<file path="src/rtl/regfile_pkg.sv">
// regfile_pkg: shared definitions for the register-file writeback path.
//   XLEN_DEFAULT   : default data width
//   REG_AW_DEFAULT : default register index width (2**REG_AW registers)
//   REG_ZERO       : index of the hardwired zero register
//   port_e         : writeback requester index (PORT_ALU = 0, PORT_LSU = 1)
package regfile_pkg;

  localparam int XLEN_DEFAULT   = 32;
  localparam int REG_AW_DEFAULT = 5;
  localparam int REG_ZERO       = 0;

  typedef enum logic {
    PORT_ALU = 1'b0,
    PORT_LSU = 1'b1
  } port_e;

endpackage

</file>
<file path="src/rtl/rr_arb2.sv">
// rr_arb2: two-request round-robin arbiter.
// Ports:
//   Clk, Reset : clock, asynchronous active-high reset
//   req[1:0]   : request vector (bit N = port N)
//   gnt[1:0]   : one-hot grant, combinational; all zero while Reset is high
//   ptr        : priority pointer state (port that wins a tie next)
module rr_arb2
  import regfile_pkg::*;
(
  input  logic       Clk,
  input  logic       Reset,
  input  logic [1:0] req,
  output logic [1:0] gnt,
  output port_e      ptr
);

  // A lone requester always wins; the pointer only breaks ties.
  always_comb begin
    gnt = 2'b00;
    if (!Reset) begin
      if (req == 2'b11) begin
        gnt = (ptr == PORT_ALU) ? 2'b01 : 2'b10;
      end else begin
        gnt = req;
      end
    end
  end

  // After any grant the other port gets priority; idle cycles hold it.
  always_ff @(posedge Clk or posedge Reset) begin
    if (Reset) begin
      ptr <= PORT_ALU;
    end else if (gnt[0]) begin
      ptr <= PORT_LSU;
    end else if (gnt[1]) begin
      ptr <= PORT_ALU;
    end
  end

endmodule

</file>
<file path="src/rtl/regfile_wb_arbiter.sv">
// regfile_wb_arbiter: shares the register file write port between the ALU
// writeback (port 0) and load data (port 1), registering the winner into a
// one-deep stage that drives Rw/busW/RegWr. The register file commits on
// the falling edge of Clk in the cycle after acceptance.
//
// Handshake: a transfer happens on a rising edge where ReqNValid and
// ReqNReady are both high; a requester holds Valid/Rd/Data stable until
// accepted. ReqNReady is the combinational grant and is low during Reset.
//
// Ports:
//   Clk, Reset                    : clock, asynchronous active-high reset
//   Req0Valid/Rd/Data, Req0Ready  : port 0 (ALU) write request
//   Req1Valid/Rd/Data, Req1Ready  : port 1 (load) write request
//   Rw, busW, RegWr               : registered register-file write port
//   arb_ptr                       : debug view of the round-robin pointer
//   Ra, Rb, FwdA*/FwdB*           : bypass compare, present only when the
//                                   WB_BYPASS_EN macro is defined
module regfile_wb_arbiter
  import regfile_pkg::*;
#(
  parameter int XLEN   = XLEN_DEFAULT,
  parameter int REG_AW = REG_AW_DEFAULT
) (
  input  logic              Clk,
  input  logic              Reset,
  input  logic              Req0Valid,
  input  logic [REG_AW-1:0] Req0Rd,
  input  logic [XLEN-1:0]   Req0Data,
  output logic              Req0Ready,
  input  logic              Req1Valid,
  input  logic [REG_AW-1:0] Req1Rd,
  input  logic [XLEN-1:0]   Req1Data,
  output logic              Req1Ready,
  output logic [REG_AW-1:0] Rw,
  output logic [XLEN-1:0]   busW,
  output logic              RegWr,
  output logic              arb_ptr
`ifdef WB_BYPASS_EN
  ,
  input  logic [REG_AW-1:0] Ra,
  input  logic [REG_AW-1:0] Rb,
  output logic              FwdAValid,
  output logic              FwdBValid,
  output logic [XLEN-1:0]   FwdAData,
  output logic [XLEN-1:0]   FwdBData
`endif
);

  localparam logic [REG_AW-1:0] ZERO_IDX = REG_AW'(REG_ZERO);

  logic [1:0] req;
  logic [1:0] gnt;
  port_e      ptr;

  assign req = {Req1Valid, Req0Valid};

  rr_arb2 u_arb (
    .Clk   (Clk),
    .Reset (Reset),
    .req   (req),
    .gnt   (gnt),
    .ptr   (ptr)
  );

  assign Req0Ready = gnt[0];
  assign Req1Ready = gnt[1];
  assign arb_ptr   = ptr;

  // Output stage: x0 writes are accepted but never raise RegWr. With no
  // grant only RegWr drops; Rw/busW keep their last value.
  always_ff @(posedge Clk or posedge Reset) begin
    if (Reset) begin
      Rw    <= '0;
      busW  <= '0;
      RegWr <= 1'b0;
    end else if (gnt[0]) begin
      Rw    <= Req0Rd;
      busW  <= Req0Data;
      RegWr <= (Req0Rd != ZERO_IDX);
    end else if (gnt[1]) begin
      Rw    <= Req1Rd;
      busW  <= Req1Data;
      RegWr <= (Req1Rd != ZERO_IDX);
    end else begin
      RegWr <= 1'b0;
    end
  end

`ifdef WB_BYPASS_EN
  // Covers the first half of the write cycle, before the falling-edge commit.
  assign FwdAValid = RegWr && (Rw == Ra) && (Ra != ZERO_IDX);
  assign FwdBValid = RegWr && (Rw == Rb) && (Rb != ZERO_IDX);
  assign FwdAData  = busW;
  assign FwdBData  = busW;
`endif

endmodule

</file>
<file path="config.mk">
export PLATFORM = sky130hd
export DESIGN_NAME = regfile_wb_arbiter
export DESIGN_NICKNAME = d
export VERILOG_FILES = /design/src/rtl/regfile_pkg.sv /design/src/rtl/rr_arb2.sv /design/src/rtl/regfile_wb_arbiter.sv
export SDC_FILE = /design/constraint.sdc
export NUM_CORES = 1
export LEC_CHECK = 0
export ABC_CLOCK_PERIOD_IN_PS = 2700
export CAP_MARGIN = 20
export CORE_MARGIN = 3
export CORE_UTILIZATION = 40
export DETAILED_ROUTE_END_ITERATION = 8
export PLACE_DENSITY = 0.83
export SETUP_SLACK_MARGIN = 0.15
export SKIP_CTS_REPAIR_TIMING = 1
export SYNTH_ARGS = -nofsm -noshare
export SYNTH_HDL_FRONTEND = slang
export SYNTH_SLANG_ARGS = --single-unit
</file>
<file path="constraint.sdc">
create_clock -name Clk -period 2.7 [get_ports Clk]
set_input_delay 0.54 -clock Clk [delete_from_list [all_inputs] [get_ports Clk]]
set_output_delay 0.54 -clock Clk [all_outputs]
set_load 0.02 [all_outputs]
</file>
Figure 1. Sizing map.
Drawn at 6 px/um.
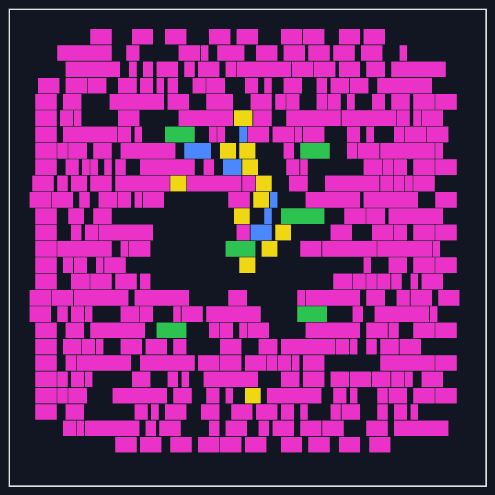
colour	size	cells	most used
green	drive 6 and up	6	clkbuf_8
magenta	drive 1 or less	315	clkdlybuf4s50_1
yellow	drive 3 to 4	12	buf_4
blue	drive 2	6	inv_2

Figure 2. Metal 3.
Drawn at 6 px/um.
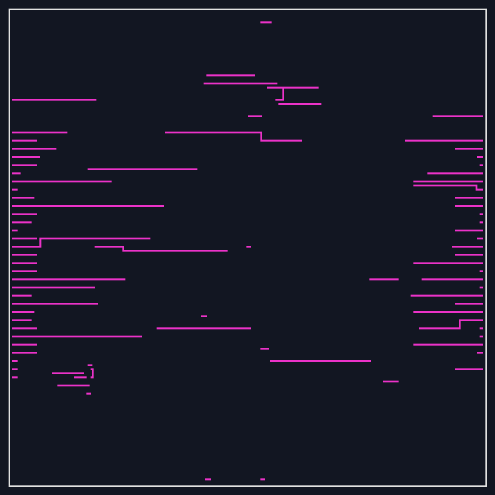
share of all routed wire	8.2%
main direction	horizontal
nets with wire on the layer	76
longest straight run	25.1 um

==> flow_summary.json <==
{
  "status": "finished, final reports clean",
  "ant_nets": 0,
  "ys_ff": 39,
  "synthFlopType": "dfrtp_1",
  "common_cells": "dfrtp_1 (39), nor2_1 (39), a31oi_1 (37), o2111ai_1 (37), o21ai_0 (28)",
  "finalNonFillerCells": 409,
  "max_stage_delay_ns": 0.54,
  "fin_nets": 418,
  "dr_total_vias": 2335,
  "min_from": "busW[18]",
  "chipWidth_um": 79.24,
  "antenna_found_initial": 0,
  "crit_path_cell_trace": "clkdlybuf4s50_1, nand2b_1, buf_4, o21ai_2, inv_1, dlymetal6s2s_1",
  "holdPathEnd": "busW[18]",
  "yosys_cells": 234,
  "rsz0062_at_grt": "no",
  "die_y_um": 79.24,
  "min_path_type": "register to register",
  "antenna_cells": 0,
  "path_clk_slew_ns": 0.07,
  "overflow": 0,
  "hold_viol_final": 0,
  "maxCapViolCount": 0
}
Figure 3. Routed metal per tile.
Drawn at 4 px/um. The die is cut into 16 by 16 equal tiles; black is low, pale yellow is high, scaled to the fullest tile. Values are wire area over tile area, all layers added.
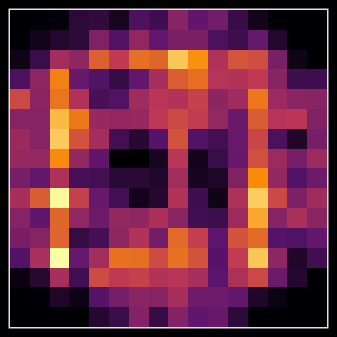
fullest tile	0.53
nearly empty tiles	9.8%
mean over tiles	0.17

[flip-flops by register name, indices dropped and copies added, names as in the netlist]
signal and cells:
Rw 5, RegWr 1, u_arb.ptr 1, busW 32
[power by group]
group	internal, uW	total, uW	switching (uW)
combinational	318	637	319
clock	172	363	191
sequential	665	709	43.3
[cell type report]
class	count	area, um2
clock buffers	6	72.57
fillers	490	1737
inverters	5	18.77
multi-input cells	159	959.7
flip-flops and latches	39	975.9
well taps	70	87.58
repair buffers	130	1289
[worst min-delay path, stage by stage (launching register included)]
cell and delay, ns:
dfrtp_1 0.38, nor2_1 0.10, a31oi_1 0.04
[per-stage QoR]
stage	setup WS (ns)	power (uW)	hold slack, ns	cell area, um2	util, %
after floorplan	0.9061	1033	0.6358	2146	-
after global placement	0.04316	1351	0.5313	3326	64.70
after detailed placement	0.03096	1361	0.5427	3326	64.70
after CTS	0.02452	1724	0.5529	3398	66.11
after global routing	0.2921	1795	0.5676	3403	66.21
final	0.3719	1709	0.5500	3403	66.21
[logic make-up (layout without fill, tap and decap cells)]
family	count (synthesis)	after routing	share of synthesized area [%]
simple gates	44	44	8.513
buf+inv	36	141	9.796
compound gates	115	115	36.21
flops	39	39	45.48
[routing by layer]
layer  GRT usage [%]  vias up  wire [um]
met5               0        -          0
li1                -     1118          -
met2           35.44       98       3152
met4           7.045        0        126
met1           25.14     1106       2837
met3           7.710       13        548
[cell usage in the layout, fill, tap and decap left out, types with 2 or more instances in the layout]
| cell | instances |
|---|---|
| clkdlybuf4s50_1 | 116 |
| buf_4 | 11 |
| o21ai_1 | 10 |
| dfrtp_1 | 39 |
| clkbuf_8 | 5 |
| inv_2 | 3 |
| or4_1 | 2 |
| inv_1 | 2 |
| o2111ai_1 | 37 |
| o21ai_0 | 28 |
| dlymetal6s2s_1 | 2 |
| nor2_1 | 39 |
| a31oi_1 | 37 |
[how the worst max path moves through the flow]
stage / cells past startpoint / endpoint / start / slack, ns
final: 6 / Req1Ready / Req0Valid / 0.37
after CTS: 5 / Req0Ready / Req0Valid / 0.02
after detailed placement: 5 / Req0Ready / Req0Valid / 0.03
after global placement: 5 / Req0Ready / Reset / 0.04
after floorplan: 5 / Req1Ready / Reset / 0.91
after global routing: 6 / Req1Ready / Req0Valid / 0.29
Power and IR drop assume default switching activity.
